**Gate families picked out**

(4 px per um)
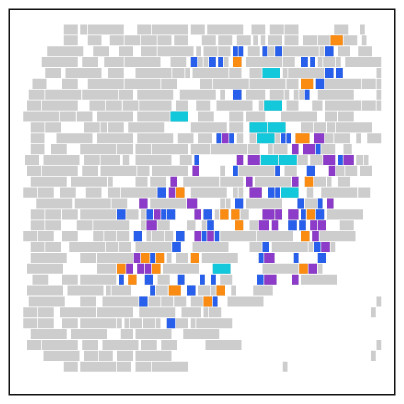
**Pin placement**

(4 px per um) Pins as bars across the die edge, other pins in gray.
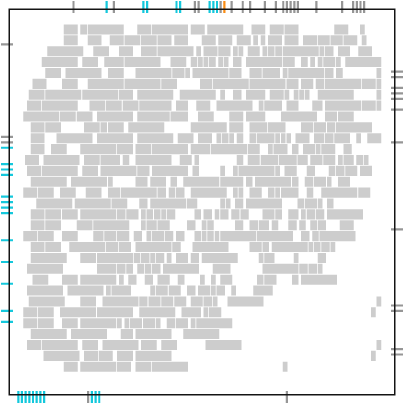
## src/rtl/bam_generator.sv

```systemverilog
// Bit-angle-modulation source for the GPIO alternate-output path: bit k of the duty
// value is shown for 2^k prescaled units per frame, LSB first; outputs decode from flops only.
module bam_generator #(
    parameter int WIDTH   = 8,
    parameter int PRESC_W = 16
) (
    input  logic        i_clk,
    input  logic        i_arst,
    input  logic [31:0] i_DATA,
    input  logic        i_VAL_WE,
    input  logic        i_CTRL_WE,
    output logic        o_BAM,
    output logic        o_ALT,
    output logic        o_FRAME,
    output logic [31:0] o_STATUS
);

    localparam int BW = (WIDTH > 1) ? $clog2(WIDTH) : 1;

    typedef enum logic [1:0] {IDLE, LOAD, RUN} state_t;

    state_t               state;
    logic [WIDTH-1:0]     val;
    logic                 en;
    logic                 alt;
    logic [PRESC_W-1:0]   presc;
    logic [WIDTH-1:0]     sh_val;
    logic [PRESC_W-1:0]   sh_presc;
    logic [PRESC_W-1:0]   pcnt;
    logic [BW-1:0]        bit_idx;
    logic [WIDTH-1:0]     slot;
    logic [15:0]          frame_cnt;

    logic tick;
    logic slot_end;
    logic last_bit;
    logic frame_end;
    logic unused_data;

    // Only some of the 32 data bits map onto registers.
    assign unused_data = ^i_DATA;

    assign tick      = (pcnt == sh_presc);
    assign slot_end  = (slot == ((WIDTH'(1) << bit_idx) - WIDTH'(1)));
    assign last_bit  = (bit_idx == BW'(WIDTH - 1));
    assign frame_end = (state == RUN) && en && tick && slot_end && last_bit;

    always_ff @(posedge i_clk or posedge i_arst) begin
        if (i_arst) begin
            val   <= '0;
            en    <= 1'b0;
            alt   <= 1'b0;
            presc <= '0;
        end else begin
            if (i_VAL_WE) begin
                val <= i_DATA[WIDTH-1:0];
            end
            if (i_CTRL_WE) begin
                en    <= i_DATA[0];
                alt   <= i_DATA[1];
                presc <= i_DATA[16 +: PRESC_W];
            end
        end
    end

    // Shadows are only reloaded at LOAD and at the frame boundary, so register
    // writes landing on the boundary edge are seen one frame later.
    always_ff @(posedge i_clk or posedge i_arst) begin
        if (i_arst) begin
            state     <= IDLE;
            sh_val    <= '0;
            sh_presc  <= '0;
            pcnt      <= '0;
            bit_idx   <= '0;
            slot      <= '0;
            frame_cnt <= '0;
        end else begin
            case (state)
                IDLE: begin
                    if (en) begin
                        state <= LOAD;
                    end
                end
                LOAD: begin
                    sh_val   <= val;
                    sh_presc <= presc;
                    bit_idx  <= '0;
                    slot     <= '0;
                    pcnt     <= '0;
                    state    <= RUN;
                end
                RUN: begin
                    if (!en) begin
                        state <= IDLE;
                    end else if (tick) begin
                        pcnt <= '0;
                        if (slot_end) begin
                            slot <= '0;
                            if (!last_bit) begin
                                bit_idx <= bit_idx + BW'(1);
                            end else begin
                                bit_idx   <= '0;
                                frame_cnt <= frame_cnt + 16'd1;
                                sh_val    <= val;
                                sh_presc  <= presc;
                            end
                        end else begin
                            slot <= slot + WIDTH'(1);
                        end
                    end else begin
                        pcnt <= pcnt + PRESC_W'(1);
                    end
                end
                default: state <= IDLE;
            endcase
        end
    end

    assign o_BAM    = (state == RUN) && sh_val[bit_idx];
    assign o_ALT    = alt;
    assign o_FRAME  = frame_end;
    assign o_STATUS = {frame_cnt, 8'(bit_idx), 6'd0, alt, (state != IDLE)};

endmodule

```

## config.mk

```make
export PLATFORM = sky130hd
export DESIGN_NAME = bam_generator
export DESIGN_NICKNAME = d
export VERILOG_FILES = /design/src/rtl/bam_generator.sv
export SDC_FILE = /design/constraint.sdc
export NUM_CORES = 1
export LEC_CHECK = 0
export CORE_MARGIN = 3
export CORE_UTILIZATION = 58
export CTS_CLUSTER_SIZE = 40
export DETAILED_ROUTE_END_ITERATION = 6
export PLACE_DENSITY = 0.85
export RECOVER_POWER = 100
export SLEW_MARGIN = 20
export SYNTH_ARGS = -nofsm -noshare
export SYNTH_HDL_FRONTEND = slang
export SYNTH_SLANG_ARGS = --single-unit
```

## constraint.sdc

```tcl
create_clock -name i_clk -period 5.5 [get_ports i_clk]
set_input_delay 1.1 -clock i_clk [delete_from_list [all_inputs] [get_ports i_clk]]
set_output_delay 1.1 -clock i_clk [all_outputs]
set_load 0.005 [all_outputs]
```

==> notes.md <==
impl run done, here's what came out: outcome finished with violations, failing checks capacitance limit, slew limit, max-slew violation count 43, GR Layer Usage met1 0.284, Core Util at FP 0.601, total number of yosys warnings 0, combinational share of power 0.198, Final Setup Violations 0, max_cap viols 1, Core Util, Final 0.690, global-route wire length before repair 15000 um, Post-Synth Adder-Cell Area 0.0266, Logic cell area 2130 sq um, HP Class reg2reg, # H-tree levels 3, tally of unique sky130hd cells used after synthesis 44, pwr dens about 300 nW/um^2, pre-CTS WS 1.08 ns, dpl cells 556, mux share 0.136, switch share 0.292, area of the mapped netlist 4700 sq um, share of cells above drive strength 1 0.159, clock sinks about 95, Worst Skew 0.0127 ns, root buffer cell clkbuf_8, P_int 1.16 mW, simple share 0.139
About 'gate families picked out':
Key: purple = inverting AOI/OAI gates [cells 40]; orange = AND and OR gates [cells 21]; cyan = adder and majority cells [cells 10]; blue = NAND gates [cells 63]

About 'pin placement':
Key: orange = `o_FRAME` [pins 1, direction output, edge north]; cyan = `i_DATA` [pins 32, direction input, edge 13 west, 11 south, 8 north]
All pins by edge: 30 north, 16 west, 13 south, 12 east.

-- synth_stat cells (all sizes together) (4+ instances only) --
cell type | count | area share
dfrtp | 95 | 0.51
nor2 | 29 | 0.023
xor2 | 22 | 0.041
buf | 15 | 0.025
o21ai | 15 | 0.016
nand3 | 14 | 0.015
nor2b | 5 | 0.0067
or3 | 4 | 0.0053
inv | 14 | 0.011
o31ai | 4 | 0.0064
or2 | 5 | 0.0067
a21oi | 8 | 0.0093
mux2 | 52 | 0.12
nand2 | 29 | 0.023
nand4 | 15 | 0.020
xnor2 | 26 | 0.048
nand2b | 5 | 0.0067
ha | 10 | 0.027
and3 | 6 | 0.0080
nor3 | 5 | 0.0088
clkbuf | 12 | 0.0096
-- critical path, stage by stage, from the launching register on --
cell and delay [ns]:
dfrtp_1 0.55, inv_1 0.13, ha_1 0.33, nand2_1 0.12
ha_1 0.22, or4b_1 0.44, a32oi_1 0.24, xnor2_1 0.11
nor3_1 0.38, nand4_1 0.17, buf_4 0.23, inv_1 0.06
dlygate4sd3_1 0.56
-- cell usage in the layout (no fill, tap or decap), types with 2 or more instances in the layout --
cell type,count
dfrtp_1,95
mux2_2,50
nor2_1,29
nand2_1,29
dlygate4sd3_1,27
xnor2_1,26
clkdlybuf4s50_1,24
xor2_1,22
nand4_1,15
o21ai_0,15
nand3_1,14
inv_1,13
conb_1,11
ha_1,10
clkbuf_8,9
a21oi_1,8
and3_1,6
nand2b_1,5
nor2b_1,5
or3_1,4
o31ai_1,4
nor3_1,4
or2_2,4
nor4_1,3
and4_1,3
o22ai_1,3
and2_0,2
o41ai_1,2
mux2_1,2
mux4_2,2
a2bb2oi_1,2
clkbuf_1,2
inv_6,2
clkinv_2,2
-- state kept, by name, indices dropped and copies added, names as in the netlist --
signal,flops
sh_presc,16
slot,8
state,2
en,1
presc,16
bit_idx,3
sh_val,8
frame_cnt,16
val,8
o_ALT,1
pcnt,16
-- layout make-up --
| class | count | share of cell area |
|---|---|---|
| Tap cell | 102 | 0.0237 |
| Clock inverter | 6 | 0.00813 |
| Sequential cell | 95 | 0.441 |
| Clock buffer | 10 | 0.0237 |
| Inverter | 14 | 0.00998 |
| Multi-Input combinational cell | 292 | 0.396 |
| Timing Repair Buffer | 54 | 0.0977 |
-- final timing paths --
check                                          start                   endpoint  slack, ns  cells after the start
max                           bit_idx[0]$_DFFE_PP0P_                    o_FRAME       0.50                     12
min                        frame_cnt[15]$_DFFE_PP0P_  frame_cnt[15]$_DFFE_PP0P_       0.47                      1
max reg2reg                   bit_idx[0]$_DFFE_PP0P_   sh_presc[10]$_DFFE_PP0P_       0.95                     12
min reg2reg                frame_cnt[15]$_DFFE_PP0P_  frame_cnt[15]$_DFFE_PP0P_       0.47                      1
max in group asynchronous                     i_arst        pcnt[0]$_DFFE_PP0P_       1.90                      3
min in group asynchronous                     i_arst         val[2]$_DFFE_PP0P_       1.63                      2
-- power groups by stage --
stage	clock, mW	combinational, mW	sequential (mW)
CTS	0.427	0.333	0.898
finish	0.419	0.325	0.898
floorplan	0	0.262	0.879
global placement	0	0.314	0.902
detailed placement	0	0.331	0.912
global route	0.458	0.357	0.912
Power and IR drop assume default switching activity.
